--- src/rtl/irq_pkg.sv ---
// Shared types and helpers for the interrupt arbiter.
// Source index i is presented to the core as ID i+1. ID 0 means "no interrupt".
package irq_pkg;

  localparam int PRIO_W_DEF = 3;
  localparam int ID_NONE    = 0;

  typedef enum logic {
    IDLE    = 1'b0,
    SERVING = 1'b1
  } irqState_t;

  function automatic int idx_to_id(input int idx);
    return idx + 1;
  endfunction

  function automatic int id_to_idx(input int id);
    return id - 1;
  endfunction

endpackage

--- src/rtl/irq_arbiter_if.sv ---
// Core-side interrupt handshake: request/ID out, claim/complete strobes in.
interface irq_arbiter_if #(
  parameter int ID_W = 4
) ();

  logic            Claim;
  logic [ID_W-1:0] ClaimId;
  logic            Complete;
  logic [ID_W-1:0] CompleteId;
  logic            Int;
  logic [ID_W-1:0] IntId;

  modport master (
    output Claim,
    output Complete,
    output CompleteId,
    input  ClaimId,
    input  Int,
    input  IntId
  );

  modport slave (
    input  Claim,
    input  Complete,
    input  CompleteId,
    output ClaimId,
    output Int,
    output IntId
  );

endinterface

--- src/rtl/irq_gateway.sv ---
// Per-source request gateway: latches a level or rising-edge request into Pending.
// Requests arriving while pending or in service are dropped, not queued.
module irq_gateway (
  input  logic Clk,
  input  logic ResetN,
  input  logic Src,
  input  logic EdgeMode,
  input  logic SetBlock,
  input  logic ClaimClear,
  output logic Pending
);

  logic srcPrev;
  logic trigger;

  always_comb begin
    trigger = EdgeMode ? (Src & ~srcPrev) : Src;
  end

  always_ff @(posedge Clk or negedge ResetN) begin
    if (!ResetN) begin
      srcPrev <= 1'b0;
      Pending <= 1'b0;
    end else begin
      srcPrev <= Src;
      // Claim wins over a simultaneous request on the claimed source.
      if (ClaimClear) begin
        Pending <= 1'b0;
      end else if (!Pending && !SetBlock && trigger) begin
        Pending <= 1'b1;
      end
    end
  end

endmodule

--- src/rtl/irq_arbiter.sv ---
// Platform interrupt arbiter: gateways, priority selection and claim/complete FSM.
//   state   | meaning
//   IDLE    | Int/IntId show the best eligible source (registered)
//   SERVING | one source claimed; Int held low until its matching Complete
module irq_arbiter
  import irq_pkg::*;
#(
  parameter int NUM_SRC = 8,
  parameter int PRIO_W  = PRIO_W_DEF,
  parameter int ID_W    = 4
) (
  input  logic                      Clk,
  input  logic                      ResetN,
  input  logic [NUM_SRC-1:0]        Src,
  input  logic [NUM_SRC-1:0]        EdgeMode,
  input  logic [NUM_SRC-1:0]        EnMask,
  input  logic [NUM_SRC*PRIO_W-1:0] Priority,
  input  logic [PRIO_W-1:0]         Threshold,
  irq_arbiter_if.slave              Core,
  output logic [NUM_SRC-1:0]        Pending,
  output logic [NUM_SRC-1:0]        InService
);

  irqState_t          state;
  logic [ID_W-1:0]    servId;
  logic [ID_W-1:0]    intIdReg;
  logic [ID_W-1:0]    claimIdReg;
  logic               intReg;

  logic [NUM_SRC-1:0] eligible;
  logic [NUM_SRC-1:0] claimClear;
  logic               anyElig;
  logic [PRIO_W-1:0]  bestPrio;
  logic [ID_W-1:0]    bestId;
  logic               claimAccept;
  logic               completeMatch;

  for (genvar g = 0; g < NUM_SRC; g++) begin : gen_gateway
    irq_gateway u_gateway (
      .Clk        (Clk),
      .ResetN     (ResetN),
      .Src        (Src[g]),
      .EdgeMode   (EdgeMode[g]),
      .SetBlock   (InService[g]),
      .ClaimClear (claimClear[g]),
      .Pending    (Pending[g])
    );
  end

  always_comb begin
    eligible = '0;
    for (int i = 0; i < NUM_SRC; i++) begin
      eligible[i] = Pending[i] & EnMask[i] & ~InService[i] &
                    (Priority[i*PRIO_W +: PRIO_W] > Threshold);
    end
  end

  // Strict '>' keeps the lowest index on a priority tie.
  always_comb begin
    anyElig  = 1'b0;
    bestPrio = '0;
    bestId   = ID_W'(ID_NONE);
    for (int i = 0; i < NUM_SRC; i++) begin
      if (eligible[i] && (!anyElig || (Priority[i*PRIO_W +: PRIO_W] > bestPrio))) begin
        anyElig  = 1'b1;
        bestPrio = Priority[i*PRIO_W +: PRIO_W];
        bestId   = ID_W'(idx_to_id(i));
      end
    end
  end

  always_comb begin
    claimAccept   = Core.Claim && (state == IDLE) && (intIdReg != ID_W'(ID_NONE));
    completeMatch = Core.Complete && (state == SERVING) && (Core.CompleteId == servId);
  end

  always_comb begin
    claimClear = '0;
    for (int i = 0; i < NUM_SRC; i++) begin
      claimClear[i] = claimAccept && (intIdReg == ID_W'(idx_to_id(i)));
    end
  end

  always_ff @(posedge Clk or negedge ResetN) begin
    if (!ResetN) begin
      state      <= IDLE;
      InService  <= '0;
      servId     <= ID_W'(ID_NONE);
      intReg     <= 1'b0;
      intIdReg   <= ID_W'(ID_NONE);
      claimIdReg <= ID_W'(ID_NONE);
    end else begin
      case (state)
        IDLE: begin
          if (Core.Claim) begin
            claimIdReg <= intIdReg;
          end
          if (claimAccept) begin
            state     <= SERVING;
            InService <= claimClear;
            servId    <= intIdReg;
            intReg    <= 1'b0;
            intIdReg  <= ID_W'(ID_NONE);
          end else begin
            intReg    <= anyElig;
            intIdReg  <= bestId;
          end
        end
        SERVING: begin
          intReg   <= 1'b0;
          intIdReg <= ID_W'(ID_NONE);
          if (Core.Claim) begin
            claimIdReg <= ID_W'(ID_NONE);
          end
          if (completeMatch) begin
            state     <= IDLE;
            InService <= '0;
            servId    <= ID_W'(ID_NONE);
          end
        end
        default: begin
          state <= IDLE;
        end
      endcase
    end
  end

  assign Core.Int     = intReg;
  assign Core.IntId   = intIdReg;
  assign Core.ClaimId = claimIdReg;

endmodule

--- src/flat_wrapper.sv ---
// flat-port wrapper written by rule: the top's interface ports become plain ports
module irq_arbiter_flat import irq_pkg::*;
#(
  parameter int NUM_SRC = 8,
  parameter int PRIO_W  = PRIO_W_DEF,
  parameter int ID_W    = 4
)
  (Clk, ResetN, Src, EdgeMode, EnMask, Priority, Threshold, Pending, InService, Core_Claim, Core_Complete, Core_CompleteId, Core_ClaimId, Core_Int, Core_IntId);
  irq_arbiter_if #(.ID_W(ID_W)) Core_i ();
  input  logic Clk;
  input  logic ResetN;
  input  logic [NUM_SRC-1:0] Src;
  input  logic [NUM_SRC-1:0] EdgeMode;
  input  logic [NUM_SRC-1:0] EnMask;
  input  logic [NUM_SRC*PRIO_W-1:0] Priority;
  input  logic [PRIO_W-1:0] Threshold;
  output logic [NUM_SRC-1:0] Pending;
  output logic [NUM_SRC-1:0] InService;
  input wire logic [$bits(Core_i.Claim)-1:0] Core_Claim;
  input wire logic [$bits(Core_i.Complete)-1:0] Core_Complete;
  input wire logic [$bits(Core_i.CompleteId)-1:0] Core_CompleteId;
  output wire logic [$bits(Core_i.ClaimId)-1:0] Core_ClaimId;
  output wire logic [$bits(Core_i.Int)-1:0] Core_Int;
  output wire logic [$bits(Core_i.IntId)-1:0] Core_IntId;
  assign Core_i.Claim = Core_Claim;
  assign Core_i.Complete = Core_Complete;
  assign Core_i.CompleteId = Core_CompleteId;
  assign Core_ClaimId = Core_i.ClaimId;
  assign Core_Int = Core_i.Int;
  assign Core_IntId = Core_i.IntId;
  irq_arbiter #(.NUM_SRC(NUM_SRC), .PRIO_W(PRIO_W), .ID_W(ID_W)) u_core (.Clk(Clk), .ResetN(ResetN), .Src(Src), .EdgeMode(EdgeMode), .EnMask(EnMask), .Priority(Priority), .Threshold(Threshold), .Core(Core_i), .Pending(Pending), .InService(InService));
endmodule
--- config.mk ---
export PLATFORM = sky130hd
export DESIGN_NAME = irq_arbiter_flat
export DESIGN_NICKNAME = d
export VERILOG_FILES = /design/src/rtl/irq_pkg.sv /design/src/rtl/irq_arbiter_if.sv /design/src/rtl/irq_gateway.sv /design/src/rtl/irq_arbiter.sv /design/src/flat_wrapper.sv
export SDC_FILE = /design/constraint.sdc
export NUM_CORES = 1
export LEC_CHECK = 0
export CAP_MARGIN = 10
export CORE_MARGIN = 2
export CORE_UTILIZATION = 53
export DETAILED_ROUTE_END_ITERATION = 12
export PLACE_DENSITY = 0.88
export SKIP_LAST_GASP = 1
export SLEW_MARGIN = 20
export SYNTH_ARGS = -nofsm -noshare
export SYNTH_HDL_FRONTEND = slang
export SYNTH_SLANG_ARGS = --single-unit
--- constraint.sdc ---
create_clock -name Clk -period 15.4 [get_ports Clk]
set_input_delay 1.54 -clock Clk [delete_from_list [all_inputs] [get_ports Clk]]
set_output_delay 1.54 -clock Clk [all_outputs]
set_load 0.02 [all_outputs]
run_1/m1.png
The bar under the picture is 20 um long.
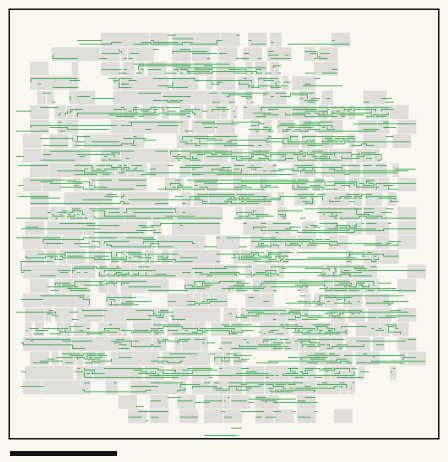
The layer carries 3580 um of wire. 480 nets have wire on it. The longest straight run is 24.4 um. The layer holds 43% of the routed length.
Routed WL: 8250 um
met1 Use GR: 0.357
via count: 2937

run_1/m2.png
The bar under the picture is 20 um long.
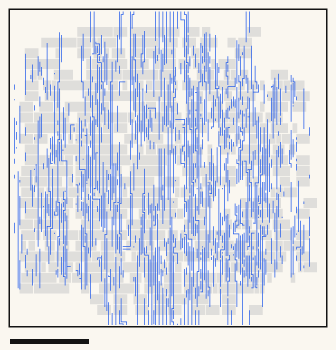
The layer carries 4130 um of wire. The wires run mostly vertical.

==> results_dict.tcl, run 1 <==
# metrics dict for downstream scripts
set metrics [dict create \
    ios 84 \
    rrSetupSlack_ps 4450 \
    fin_worst_skew_ps 1.95 \
    core_area_um2 5570 \
    netlist_instances 353 \
    hp-class "reg -> reg" \
    whs_path_depth 2 \
    tightestPinTransition_ps 967 \
    grt.busiest_layer "met2" \
    warning_count 26 \
    drt-met1-wl_um 3580 \
    vdd_ir_drop_max_mv 0.0929 \
    endpoint_kind "flip-flop" \
    final_max_slew_viol_count 0 \
    yosysWarnings 0 \
    critPathMaxFanout 12 \
    avgSynthCellArea_um2 8.76 \
    top_layer_used "met4" \
    postRouteAntennaNets 0 \
    outcome "finished clean" \
    reg2reg_depth 54 \
]
run_1/m3.png
The bar under the picture is 20 um long.
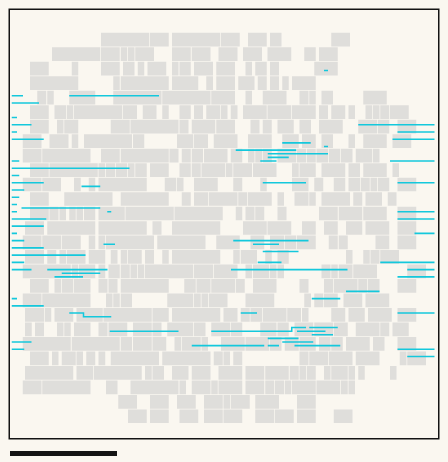
The layer carries 456 um of wire. The wires run mostly horizontal. The longest straight run is 21.8 um. The layer holds 5.5% of the routed length. 70 nets have wire on it.
met3 GRT Util: 0.0416

==> run 1: stage by stage <==
step / worst slack (ps) / hold WS, ps / utilization / cells / area, um^2
CTS: 2890 / 510 / 0.709 / 495 / 3950
global placement: 3060 / 475 / 0.692 / 487 / 3860
detailed placement: 2670 / 488 / 0.692 / 487 / 3860
global route: 1610 / 540 / 0.709 / 495 / 3950
finish: 2640 / 512 / 0.709 / 495 / 3950
floorplan: 4630 / 459 / - / 353 / 3090
==> run 1: area by class of cell <==
class	instances	area, um^2
clock buffer	7	86.3
multi-input combinational	262	1870
timing repair buffer	83	826
inverter	32	120
clock inverter	1	5.00
sequential	38	951
fill	456	1620
tap	72	90.1
run_1/congestion_map.png
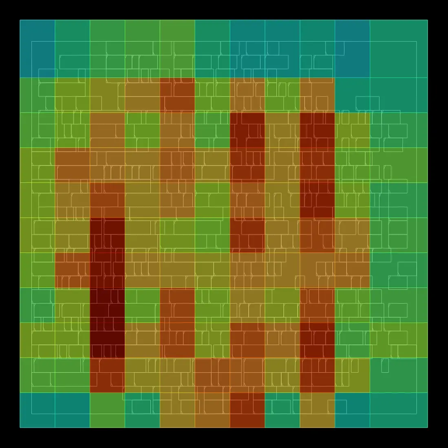

==> inputs of run 2 (changes only) <==
--- a/config.mk
+++ b/config.mk
@@ -7,9 +7,9 @@
 export LEC_CHECK = 0
 export CAP_MARGIN = 10
 export CORE_MARGIN = 2
-export CORE_UTILIZATION = 53
+export CORE_UTILIZATION = 49
 export DETAILED_ROUTE_END_ITERATION = 12
-export PLACE_DENSITY = 0.88
+export PLACE_DENSITY = 0.82
 export SKIP_LAST_GASP = 1
 export SLEW_MARGIN = 20
 export SYNTH_ARGS = -nofsm -noshare
==> constraint.sdc (replaced) <==
create_clock -name Clk -period 11.76 [get_ports Clk]
set_input_delay 1.176 -clock Clk [delete_from_list [all_inputs] [get_ports Clk]]
set_output_delay 1.176 -clock Clk [all_outputs]
set_load 0.02 [all_outputs]
run_2/congestion_map.png
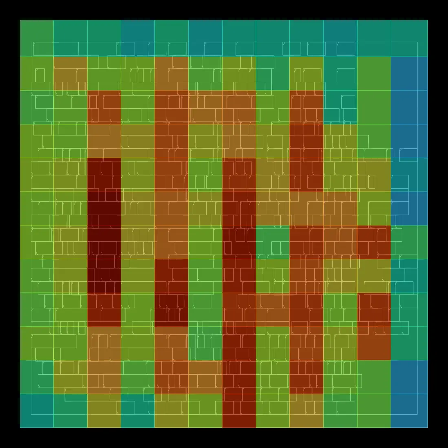
met3 GRT Util: 0.0417
Total GRT Usage: 0.242
M2 GR Usage: 0.431

==> run 2 against run 1 <==
Net effect: count of clock-buffer cells in the layout is the same; power grew 37%; hold slack lost 10 ps; largest cell class unchanged.
==> results_dict.tcl, run 2 <==
# metrics dict for downstream scripts
set metrics [dict create \
    worst_slack_ps 647 \
    nonClkBufAreaFrac 0.230 \
    hold_ws_ps 502 \
    reg2reg_depth 53 \
    final_core_util 0.682 \
    inv_count 32 \
    whs_path_depth 2 \
    logic_gates 262 \
    nonClockBufferCount 99 \
    hp-class "reg -> reg" \
    fin_worst_skew_ps 4.23 \
    critPathMaxFanout 8 \
    ios 84 \
    comb_area_frac 0.464 \
    place_area_um2 3930 \
    outcome "finished clean" \
    ff_count 38 \
    tightestPinTransition_ps 1000 \
    warning_count 26 \
    core_area_um2 6030 \
    seq_share 0.231 \
    rrSetupSlack_ps 2080 \
    comb_area_um2 1910 \
    largestClassByArea "combinational gates" \
    vdd_ir_drop_max_mv 0.114 \
    final_max_slew_viol_count 0 \
    drt-met1-wl_um 3490 \
    yosysWarnings 0 \
    fin_cells 514 \
    top_layer_used "met4" \
]
run_2/m2.png
The bar under the picture is 20 um long.
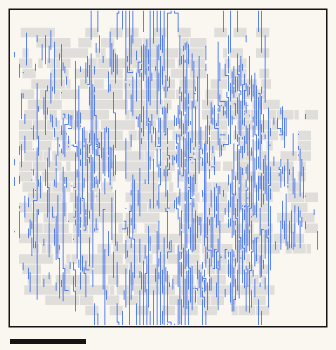
The layer holds 50% of the routed length. 473 nets have wire on it.
Routed WL: 8280 um
via count: 3031

## run 2: netlist changes by cell type in the layout (fill, tap and decap cells not counted), sizes merged
cell,delta
buf,+16
## run 2: cell families (layout without fill, tap and decap cells)
kind of cell               after synthesis  after routing  synth area share
AOI/OAI and AO/OA                      108            108             0.250
xor gates and xnor gates                 4              4            0.0113
and+or+nand+nor                        105            105             0.163
adders and majority gates               45             45             0.182
DFF                                     38             38             0.308
buffers and inverters                   53            139            0.0866
## run 2: tightest hold or removal path, cell delays in order (launching register included)
cell and delay, ps:
dfrtp_1 360, nand2_1 50, nand2_1 60
## run 2: repair_timing
item / CTS / global route
gates resized: 0 / 13
buffers inserted: 0 / 7
endpoints found under the setup margin: 0 / 4
run_2/m1.png
The bar under the picture is 20 um long.
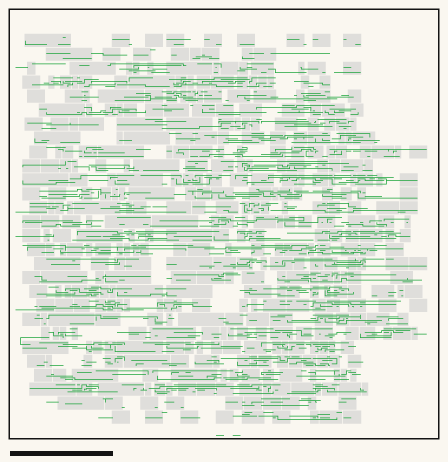

==> inputs of run 3 (changes only) <==
==> constraint.sdc (replaced) <==
create_clock -name Clk -period 11.3 [get_ports Clk]
set_input_delay 1.13 -clock Clk [delete_from_list [all_inputs] [get_ports Clk]]
set_output_delay 1.13 -clock Clk [all_outputs]
set_load 0.02 [all_outputs]
run_3/m1.png
The bar under the picture is 20 um long.
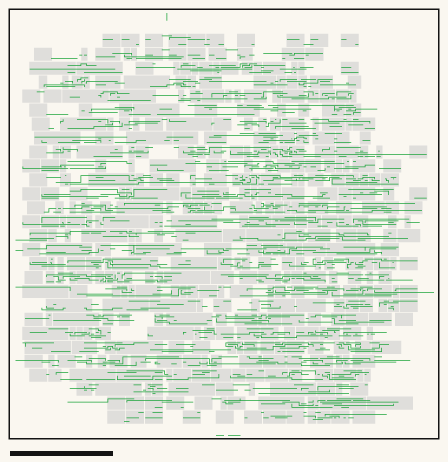
The longest straight run is 26.7 um. The layer carries 3620 um of wire.
via count: 3129
met1 Use GR: 0.301

run_3/congestion_map.png
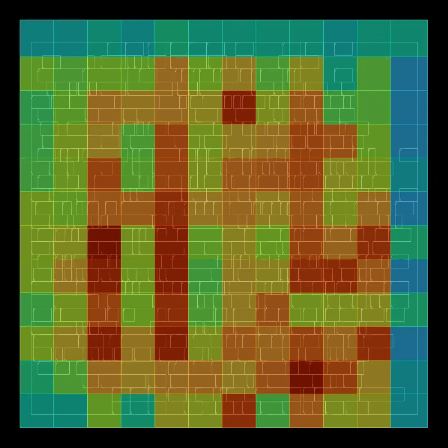
Util after Layout: 0.720
M2 GR Usage: 0.400
gr busiest metal: met2
Avg WL per Cell: 16.8 um
Total GRT Usage: 0.233

==> run 3 against run 2 <==
Net effect: power increased by 11%; register-to-register slack got worse by 540 ps; routed wire length increased by 6.2%; final cell count increased by 1.8%; area after synthesis unchanged; utilization increased by 3.8 points; critical path type unchanged.
==> results_dict.tcl, run 3 <==
# metrics dict for downstream scripts
set metrics [dict create \
    worst_slack_ps 345 \
    yosysWarnings 0 \
    top_layer_used "met4" \
    routabilityCongestion 0.911 \
    clk_latency_ps 300 \
    routed_wl_um 8800 \
    core_area_um2 6030 \
    avgSynthCellArea_um2 8.76 \
    whs_path_depth 2 \
    critPathMaxFanout 7 \
    hold_ws_ps 510 \
    rrSetupSlack_ps 1540 \
    warning_count 26 \
    ios 84 \
    tightestPinTransition_ps 981 \
    grt_use_met3 0.0358 \
    fin_cells 523 \
    comb_area_um2 2060 \
    drc 0 \
    postCtsResizedCells 0 \
    vdd_ir_drop_max_mv 0.127 \
    outcome "finished clean" \
    drt-met1-wl_um 3620 \
    floorplan.nets 457 \
    crit_start "Priority[1]" \
]
==> run 3: cell counts after synthesis <==
Identical to the previous run, type by type.
==> run 3: critical path: cells and delay by family <==
| kind | cells | cell delay (ps) |
|---|---|---|
| compound gates | 31 | 5380 |
| fa+ha+maj | 8 | 1860 |
| buf+inv | 5 | 1100 |
| simple gates | 15 | 1650 |
==> run 3: final cells by class <==
type,instances,area share
multi-input cells,262,0.474
inverters,32,0.0277
well taps,75,0.0216
repair buffers,108,0.236
clock buffers,6,0.0190
flip-flops and latches,38,0.219
clock inverters,2,0.00288
==> run 3: cells by family after synthesis <==
group / after synthesis / synth area share
xor+xnor: 4 / 0.0113
buf+inv: 53 / 0.0866
simple gates: 105 / 0.163
flops: 38 / 0.308
fa+ha+maj: 45 / 0.182
compound gates: 108 / 0.250
Power is estimated from default activity; no workload was simulated.
